**src/rtl/polaris_prefetch.sv**
```systemverilog
// Instruction prefetch unit: runs ahead of the core, buffering up to DEPTH
// {word, pc} pairs, and handles redirects that flush the buffer mid-fetch.
module polaris_prefetch #(
  parameter int          AW        = 64,
  parameter int          DEPTH     = 4,
  parameter logic [63:0] RESET_VEC = 64'hFFFF_FFFF_FFFF_FF00
) (
  input  logic                   clk_i,
  input  logic                   reset_i,
  output logic [AW-1:0]          iadr_o,
  output logic [1:0]             isiz_o,
  input  logic                   iack_i,
  input  logic [31:0]            idat_i,
  output logic                   insn_valid_o,
  output logic [31:0]            insn_o,
  output logic [AW-1:0]          insn_pc_o,
  input  logic                   insn_pop_i,
  input  logic                   redirect_i,
  input  logic [AW-1:0]          redirect_adr_i,
  output logic [$clog2(DEPTH):0] count_o
);

  localparam int              PW     = $clog2(DEPTH);
  localparam int              CW     = PW + 1;
  localparam logic [CW-1:0]   FULL   = CW'(DEPTH);
  localparam logic [AW-1:0]   RST_PC = AW'(RESET_VEC) & ~AW'(3);

  typedef enum logic [1:0] {
    IDLE    = 2'd0,
    REQ     = 2'd1,
    DISCARD = 2'd2
  } state_t;

  state_t        state_q, state_d;
  logic [AW-1:0] fpc_q, fpc_d;
  logic [AW-1:0] areq_q, areq_d;
  logic [PW-1:0] rd_ptr_q, wr_ptr_q;
  logic [CW-1:0] count_q, count_d;
  logic [31:0]   data_mem [DEPTH];
  logic [AW-1:0] pc_mem   [DEPTH];

  logic [AW-1:0] target;
  logic [AW-1:0] areq_inc;
  logic [CW-1:0] count_after_push;
  logic          push;
  logic          pop;
  logic          unused_adr_bits;

  assign target           = {redirect_adr_i[AW-1:2], 2'b00};
  assign unused_adr_bits  = ^redirect_adr_i[1:0];
  assign areq_inc         = areq_q + AW'(4);
  assign push             = (state_q == REQ) && iack_i && !redirect_i;
  assign pop              = insn_pop_i && !redirect_i && (count_q != '0);
  assign count_after_push = count_q + CW'(1) - CW'(pop);

  always_comb begin
    count_d = count_q;
    if (redirect_i)
      count_d = '0;
    else if (push && !pop)
      count_d = count_q + CW'(1);
    else if (!push && pop)
      count_d = count_q - CW'(1);
  end

  // A request already on the bus cannot be withdrawn, so a redirect without
  // an ack parks in DISCARD until the stale response has been swallowed.
  always_comb begin
    state_d = state_q;
    fpc_d   = fpc_q;
    areq_d  = areq_q;
    unique case (state_q)
      IDLE: begin
        if (redirect_i) begin
          fpc_d   = target;
          areq_d  = target;
          state_d = REQ;
        end else if (count_q < FULL) begin
          areq_d  = fpc_q;
          state_d = REQ;
        end
      end
      REQ: begin
        if (redirect_i) begin
          fpc_d = target;
          if (iack_i)
            areq_d = target;
          else
            state_d = DISCARD;
        end else if (iack_i) begin
          fpc_d = areq_inc;
          if (count_after_push < FULL)
            areq_d = areq_inc;
          else
            state_d = IDLE;
        end
      end
      DISCARD: begin
        if (redirect_i)
          fpc_d = target;
        if (iack_i) begin
          state_d = REQ;
          areq_d  = redirect_i ? target : fpc_q;
        end
      end
      default: state_d = IDLE;
    endcase
  end

  always_ff @(posedge clk_i or posedge reset_i) begin
    if (reset_i) begin
      state_q  <= IDLE;
      fpc_q    <= RST_PC;
      areq_q   <= '0;
      count_q  <= '0;
      rd_ptr_q <= '0;
      wr_ptr_q <= '0;
    end else begin
      state_q <= state_d;
      fpc_q   <= fpc_d;
      areq_q  <= areq_d;
      count_q <= count_d;
      if (redirect_i) begin
        rd_ptr_q <= '0;
        wr_ptr_q <= '0;
      end else begin
        if (push)
          wr_ptr_q <= wr_ptr_q + PW'(1);
        if (pop)
          rd_ptr_q <= rd_ptr_q + PW'(1);
      end
    end
  end

  // Storage needs no reset: every read is gated by the occupancy count.
  always_ff @(posedge clk_i) begin
    if (push) begin
      data_mem[wr_ptr_q] <= idat_i;
      pc_mem[wr_ptr_q]   <= areq_q;
    end
  end

  assign iadr_o       = (state_q != IDLE) ? areq_q : '0;
  assign isiz_o       = (state_q != IDLE) ? 2'b10 : 2'b00;
  assign insn_valid_o = (count_q != '0);
  assign insn_o       = insn_valid_o ? data_mem[rd_ptr_q] : '0;
  assign insn_pc_o    = insn_valid_o ? pc_mem[rd_ptr_q] : '0;
  assign count_o      = count_q;

endmodule

```
**config.mk**
```make
export PLATFORM = sky130hd
export DESIGN_NAME = polaris_prefetch
export DESIGN_NICKNAME = d
export VERILOG_FILES = /design/src/rtl/polaris_prefetch.sv
export SDC_FILE = /design/constraint.sdc
export NUM_CORES = 1
export LEC_CHECK = 0
export ABC_AREA = 1
export CELL_PAD_IN_SITES_DETAIL_PLACEMENT = 2
export CELL_PAD_IN_SITES_GLOBAL_PLACEMENT = 2
export CORE_MARGIN = 2
export CORE_UTILIZATION = 25
export DETAILED_ROUTE_END_ITERATION = 10
export PLACE_DENSITY_LB_ADDON = 0.1
export SLEW_MARGIN = 20
export SYNTH_ARGS = -nofsm -noshare
export SYNTH_HDL_FRONTEND = slang
export SYNTH_SLANG_ARGS = --single-unit
```
**constraint.sdc**
```tcl
create_clock -name clk_i -period 6.4 [get_ports clk_i]
set_input_delay 1.28 -clock clk_i [delete_from_list [all_inputs] [get_ports clk_i]]
set_output_delay 1.28 -clock clk_i [all_outputs]
set_load 0.01 [all_outputs]
```
==> impl_metrics.tcl, run 1 <==
# flow metrics
set metrics [dict create \
    edf_count 384 \
    maxSlewHeadroom_pct 26.7 \
    via_per_inst 4.85 \
    hold_slack_ps 471 \
    place_congestion 0.821 \
    yosysCellCount 2778 \
    cts_hold_buf 0 \
    finClkSkew_ps 39.6 \
    grt_use_total_pct 19.8 \
    netlist_area_mm2 0.0248 \
    postCtsSetupRepairBufs 0 \
    min_period_ps 5120 \
    htree_num_levels 2 \
    postSynthSeqShare_pct 60.6 \
    cts_made_buffers 61 \
    hpwlAfterDp_um 66500 \
    final_area_mm2 0.0307 \
    finalSetupViolations 0 \
    fp_util_pct 25.2 \
    max_freq_mhz 195 \
    warnings 36 \
    slew_viol_final 0 \
    die_width_um 319 \
    cts_resized 0 \
    status "finished clean" \
    share_comb_of_total_power_pct 39.6 \
    rsz0062_at_grt "false" \
    fp-row-count 115 \
    clk_pin_slew_ps 60 \
    grt_overflow 0 \
    fin_nets 3086 \
    dieArea_mm2 0.102 \
    clkPwrFrac_pct 22.4 \
    clock_path_buffers 3 \
]
==> run 1: final timing paths <==
path                            endpoint         from  depth (start not counted)
setup / recovery           insn_pc_o[38]  rd_ptr_q[0]                          6
hold / removal                 fpc_q[59]    fpc_q[59]                          2
setup reg to reg                fpc_q[8]   state_q[0]                         10
hold reg to reg                fpc_q[59]    fpc_q[59]                          2
max in group asynchronous     areq_q[42]      reset_i                          3
min in group asynchronous     state_q[0]      reset_i                          3
==> run 1: metrics by stage <==
step / instances / setup WS, ps
3_3_place_gp: 4199 / 1900
3_5_place_dp: 4200 / 1870
6_report: 4318 / 1280
5_1_grt: 4315 / 1000
2_1_floorplan: 2778 / 113
4_1_cts: 4314 / 1090
==> run 1: synth_stat cells (all sizes together), types with 7 or more instances <==
master  instances  area [µm²]
a21oi         203        1050
dfstp          56        1470
a31oi          30         188
o21a            7        52.6
nand2         577        2180
o21ai         309        1550
edfxtp        384       11500
inv           143         537
o22ai          11        68.8
nand4           9        56.3
a22oi           7        52.6
ha              8         100
buf            42         233
nand3         146         731
nor2          624        2370
a21boi          8        60.1
dfrtp          81        2030
clkbuf        115         432
==> run 1: power groups by stage <==
stage / Sequential, mW / Combinational (mW) / Clock [mW]
floorplan: 5.10 / 3.28 / 0
global placement: 5.63 / 5.79 / 0
detailed placement: 5.70 / 5.97 / 0
CTS: 5.64 / 6.00 / 3.43
global route: 5.74 / 6.52 / 3.55
finish: 5.62 / 5.86 / 3.32
==> run 1: sequential cells by signal, indices dropped and copies added, names as in the netlist <==
name	cells
fpc_q	64
areq_q	64
wr_ptr_q	2
pc_mem	256
data_mem	128
state_q	2
count_o	3
rd_ptr_q	2
==> run 1: cell families after synthesis <==
family / after synthesis / share of synthesized area (%)
buffers and inverters: 301 / 4.86
AOI/OAI and AO/OA: 583 / 12.4
xor gates and xnor gates: 4 / 0.141
adders and majority gates: 8 / 0.403
DFF: 521 / 60.6
other: 1 / 0.0151
and+or+nand+nor: 1360 / 21.6
==> run 1: worst max-delay path, stage by stage, from the launching register on <==
cell and delay (ps):
dfrtp_4 910, buf_4 820, nor2_1 160, nor2_1 140
o21ai_0 110, a21oi_1 350, clkdlybuf4s50_1 610
==> run 1: per-layer routing <==
metal	share of wire (%)	vias up
met5	0.013	-
met2	49	353
met3	3.1	139
met4	3.2	2
met1	45	10700
li1	-	9741
==> run 1: layout make-up <==
class	instances	area, µm²
fill	10900	67700
antenna	3	7.51
inverter	144	551
clock inverter	39	295
tap	1287	1610
sequential	521	15000
clock buffer	75	1590
timing repair buffer	293	2990
multi-input combinational	1956	8620
==> run_1/layer_met4.png <==
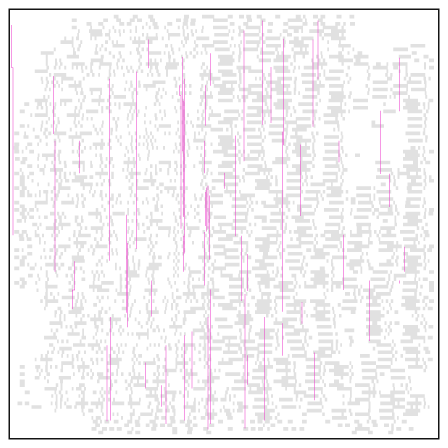
The layer carries 3260 µm of wire. 38 nets have wire on it.

==> run_1/congestion.png <==
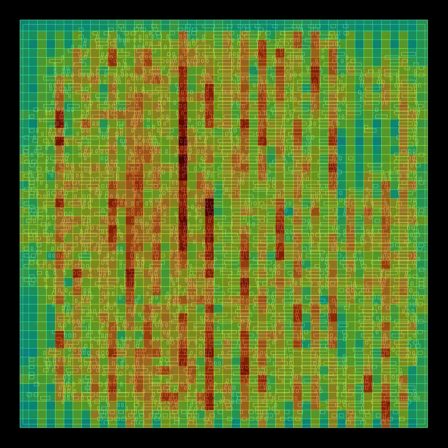
GR met1 Demand/Resource: 25.2%
met3 Track Usage GR: 2.82%
busiest grt layer: met2
Final Util: 31.2%
drt wl/cell: 23.6 µm

==> run_1/io_placement.png <==
Pins as bars across the die edge, other pins in grey.
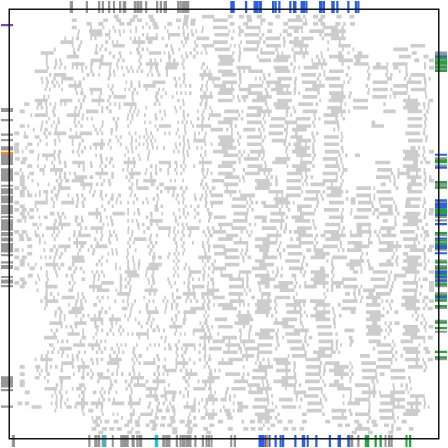
Key: `insn_o` = green [pins 32, direction output, edge 26 right, 6 bottom]; `insn_pc_o` = blue [pins 64, direction output, edge 28 top, 18 bottom, 18 right]; `count_o` = cyan [pins 3, direction output, edge bottom]; `isiz_o` = orange [pins 2, direction output, edge 1 bottom, 1 left]; `clk_i` = purple [pins 1, direction input, edge left]
All pins by edge: 75 bottom, 71 right, 67 left, 54 top.

==> run_1/flops_by_reg.png <==
Other sequential cells in the stronger grey, the rest of the logic in the fainter grey.
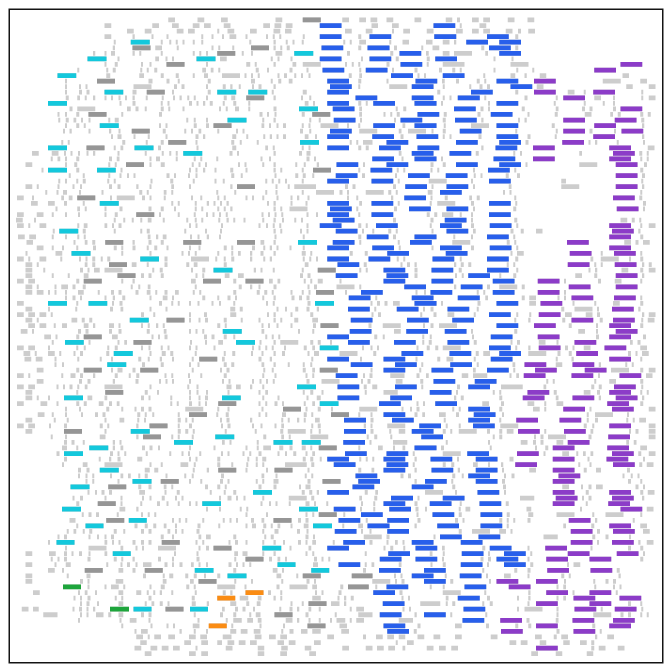
Key: `state_q` = green [sequential cells 2]; `fpc_q` = cyan [sequential cells 64]; `count_o` = orange [sequential cells 3]; `pc_mem` = blue [sequential cells 256]; `data_mem` = purple [sequential cells 128, where a column on the right]

## Run 2: what changed since run 1
==> constraint.sdc (replaced) <==
create_clock -name clk_i -period 4.18 [get_ports clk_i]
set_input_delay 0.836 -clock clk_i [delete_from_list [all_inputs] [get_ports clk_i]]
set_output_delay 0.836 -clock clk_i [all_outputs]
set_load 0.01 [all_outputs]
==> run_2/flops_by_reg.png <==
Other sequential cells in the stronger grey, the rest of the logic in the fainter grey.
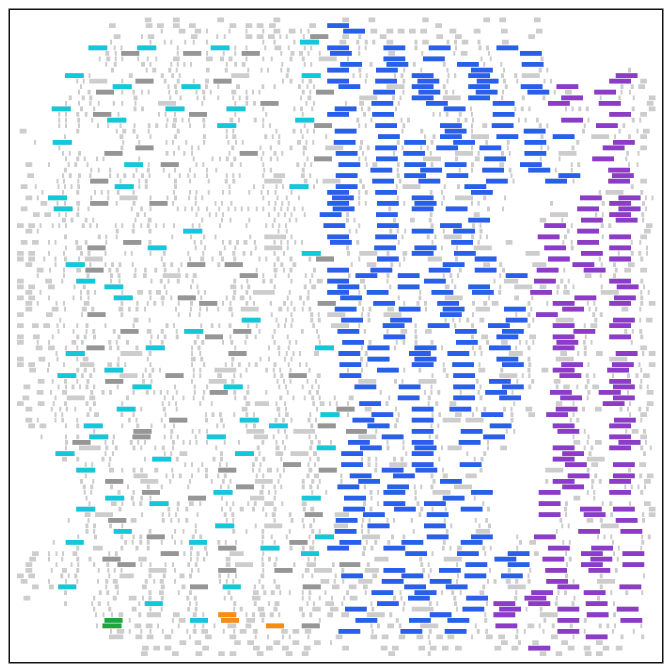
Key: `count_o` = orange [sequential cells 3]; `state_q` = green [sequential cells 2]; `data_mem` = purple [sequential cells 128, where a column on the right]; `pc_mem` = blue [sequential cells 256]; `fpc_q` = cyan [sequential cells 64]
Another 68 sequential cells are not coloured.
Reg area: 0.0150 mm²
Seq/total area: 48.1%
Seq. pwr: 8.53 mW

==> impl_metrics.tcl, run 2 <==
# flow metrics
set metrics [dict create \
    worstReg2RegStart "state_q[1]" \
    share_comb_of_total_power_pct 39.2 \
    postCtsSetupRepairBufs 0 \
    fp-row-count 115 \
    regMostFlops "pc_mem" \
    max_freq_mhz 253 \
    postSynthSeqShare_pct 60.6 \
    grt_use_total_pct 20.1 \
    holdPathStages 2 \
    largest_reg_flops 256 \
    via_per_inst 4.85 \
    netlist_area_mm2 0.0248 \
    warnings 34 \
    r2r_cells 7 \
    hpwlAfterDp_um 67400 \
    top_regs "pc_mem: 256 flops, data_mem: 128 flops" \
    cp_cell_sequence "inv_4, buf_12, o21ai_0, a21oi_1, clkdlybuf4s50_1" \
    pin_count 267 \
    busiest_layer "met2" \
    finalSetupViolations 0 \
    yosysCellCount 2778 \
    top_cell "nor2_1" \
    maxSlewHeadroom_pct 24.6 \
    cts_made_buffers 67 \
    min_period_ps 3960 \
    fp_util_pct 25.2 \
    met3_usage_pct 2.79 \
    yosys.area.top_type "edfxtp_1" \
    wl_per_cell_um 23.7 \
    final_area_mm2 0.0313 \
    slew_viol_final 0 \
    use_met1_pct 26.2 \
    r2r_slack_ps 1100 \
    cts_resized 1 \
    grt_overflow 0 \
    top_area_share_pct 46.5 \
    clk_pin_slew_ps 50 \
    htree_num_levels 3 \
    hp-start "fpc_q[36]" \
    cpMaxStageDelayCell "dfrtp_4" \
    endpoint "insn_pc_o[11]" \
    status "finished clean" \
    timing.rr.end "pc_mem[0][59]" \
    synth.top_cells.by_count "617 x nor2_1, 571 x nand2_1, 384 x edfxtp_1, 293 x o21ai_0, 195 x a21oi_1" \
    synthTopCellsByArea "edfxtp_1 46%, nor2_1 9.3%, nand2_1 8.6%, dfrtp_1 8.2%, dfstp_2 5.9%" \
    finalCoreUtilization_pct 31.8 \
    edf_count 384 \
    cts_hold_buf 0 \
]
==> run_2/clk_routes.png <==
The bar under the picture is 100 µm long.
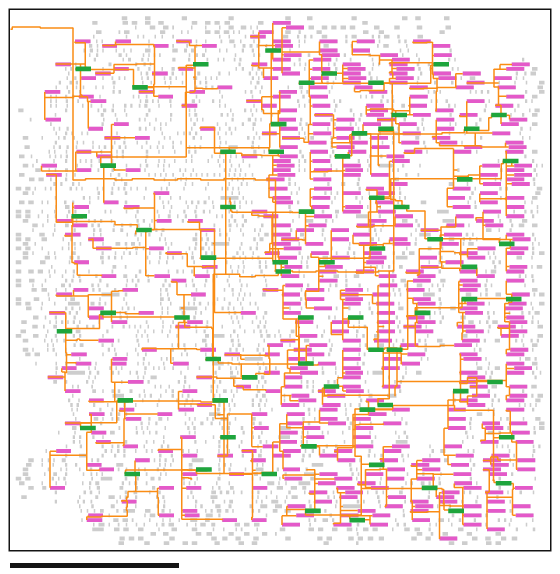
Key: flip-flops = magenta [count 521]; clock drivers = green [count 67]; clock wires = orange [length 8450 µm]
Position of the flops: all over the die. There are 68 routed clock nets.
clock network power: 5.86 mW
Latency at later pin: 620 ps
clock share of power: 24.8%
Setup Skew: 22.7 ps

## run 2: cell counts after synthesis
Identical to the previous run, type by type.
## run 2: routing by layer
metal  wire length [µm]  vias up
met5                  0        -
met4               1730        0
met3               3450      104
met2              50400      369
met1              47200    10800
li1                   -     9789
## run 2: through the flow
| step | hold slack (ps) | cells | setup WS, ps | power (mW) |
|---|---|---|---|---|
| floorplan | 446 | 2778 | -74.9 | 12.8 |
| CTS | 471 | 4340 | 71.5 | 24.1 |
| global placement | 454 | 4218 | 610 | 17.7 |
| global route | 487 | 4340 | 9.37 | 25.2 |
| finish | 471 | 4343 | 224 | 23.7 |
| detailed placement | 461 | 4218 | 591 | 18.1 |
## run 2: layout make-up
class                      count  area [µm²]  area share (%)
inverter                     144         553            1.77
timing repair buffer         310        3230            10.3
antenna                        3        7.51          0.0240
clock inverter                39         418            1.34
tap                         1287        1610            5.15
clock buffer                  83        1800            5.75
sequential                   521       15000            48.1
multi-input combinational   1956        8620            27.6
## run 2: cells by family (layout without fill, tap and decap cells)
kind of cell / Yosys count / in the layout / share of synthesized area, %
compound gates: 583 / 583 / 12.4
fa+ha+maj: 8 / 8 / 0.403
flops: 521 / 521 / 60.6
other cells: 1 / 4 / 0.0151
xor+xnor: 4 / 4 / 0.141
simple gates: 1360 / 1360 / 21.6
buf+inv: 301 / 576 / 4.86
## run 2: worst min path at each step
| stage | endpoint | slack, ps |
|---|---|---|
| floorplan | fpc_q[52] | 450 |
| global placement | fpc_q[52] | 450 |
| detailed placement | fpc_q[36] | 460 |
| CTS | fpc_q[36] | 470 |
| global route | fpc_q[59] | 490 |
| finish | fpc_q[36] | 470 |
## run 2: critical path, delay by kind of cell (launching register included)
family                 cells  cell delay (ps)
AOI/OAI and AO/OA          2              480
buffers and inverters      3             1330
DFF                        1              620
## run 2: power groups by stage
| stage | Combinational [mW] | Sequential, mW | Clock (mW) |
|---|---|---|---|
| after floorplan | 5.03 | 7.79 | 0 |
| after global placement | 9.18 | 8.53 | 0 |
| after detailed placement | 9.45 | 8.63 | 0 |
| after CTS | 9.52 | 8.53 | 6.05 |
| after global routing | 10.3 | 8.69 | 6.24 |
| final | 9.29 | 8.53 | 5.86 |
No activity file was given, so power comes from the tool's default toggle rates.
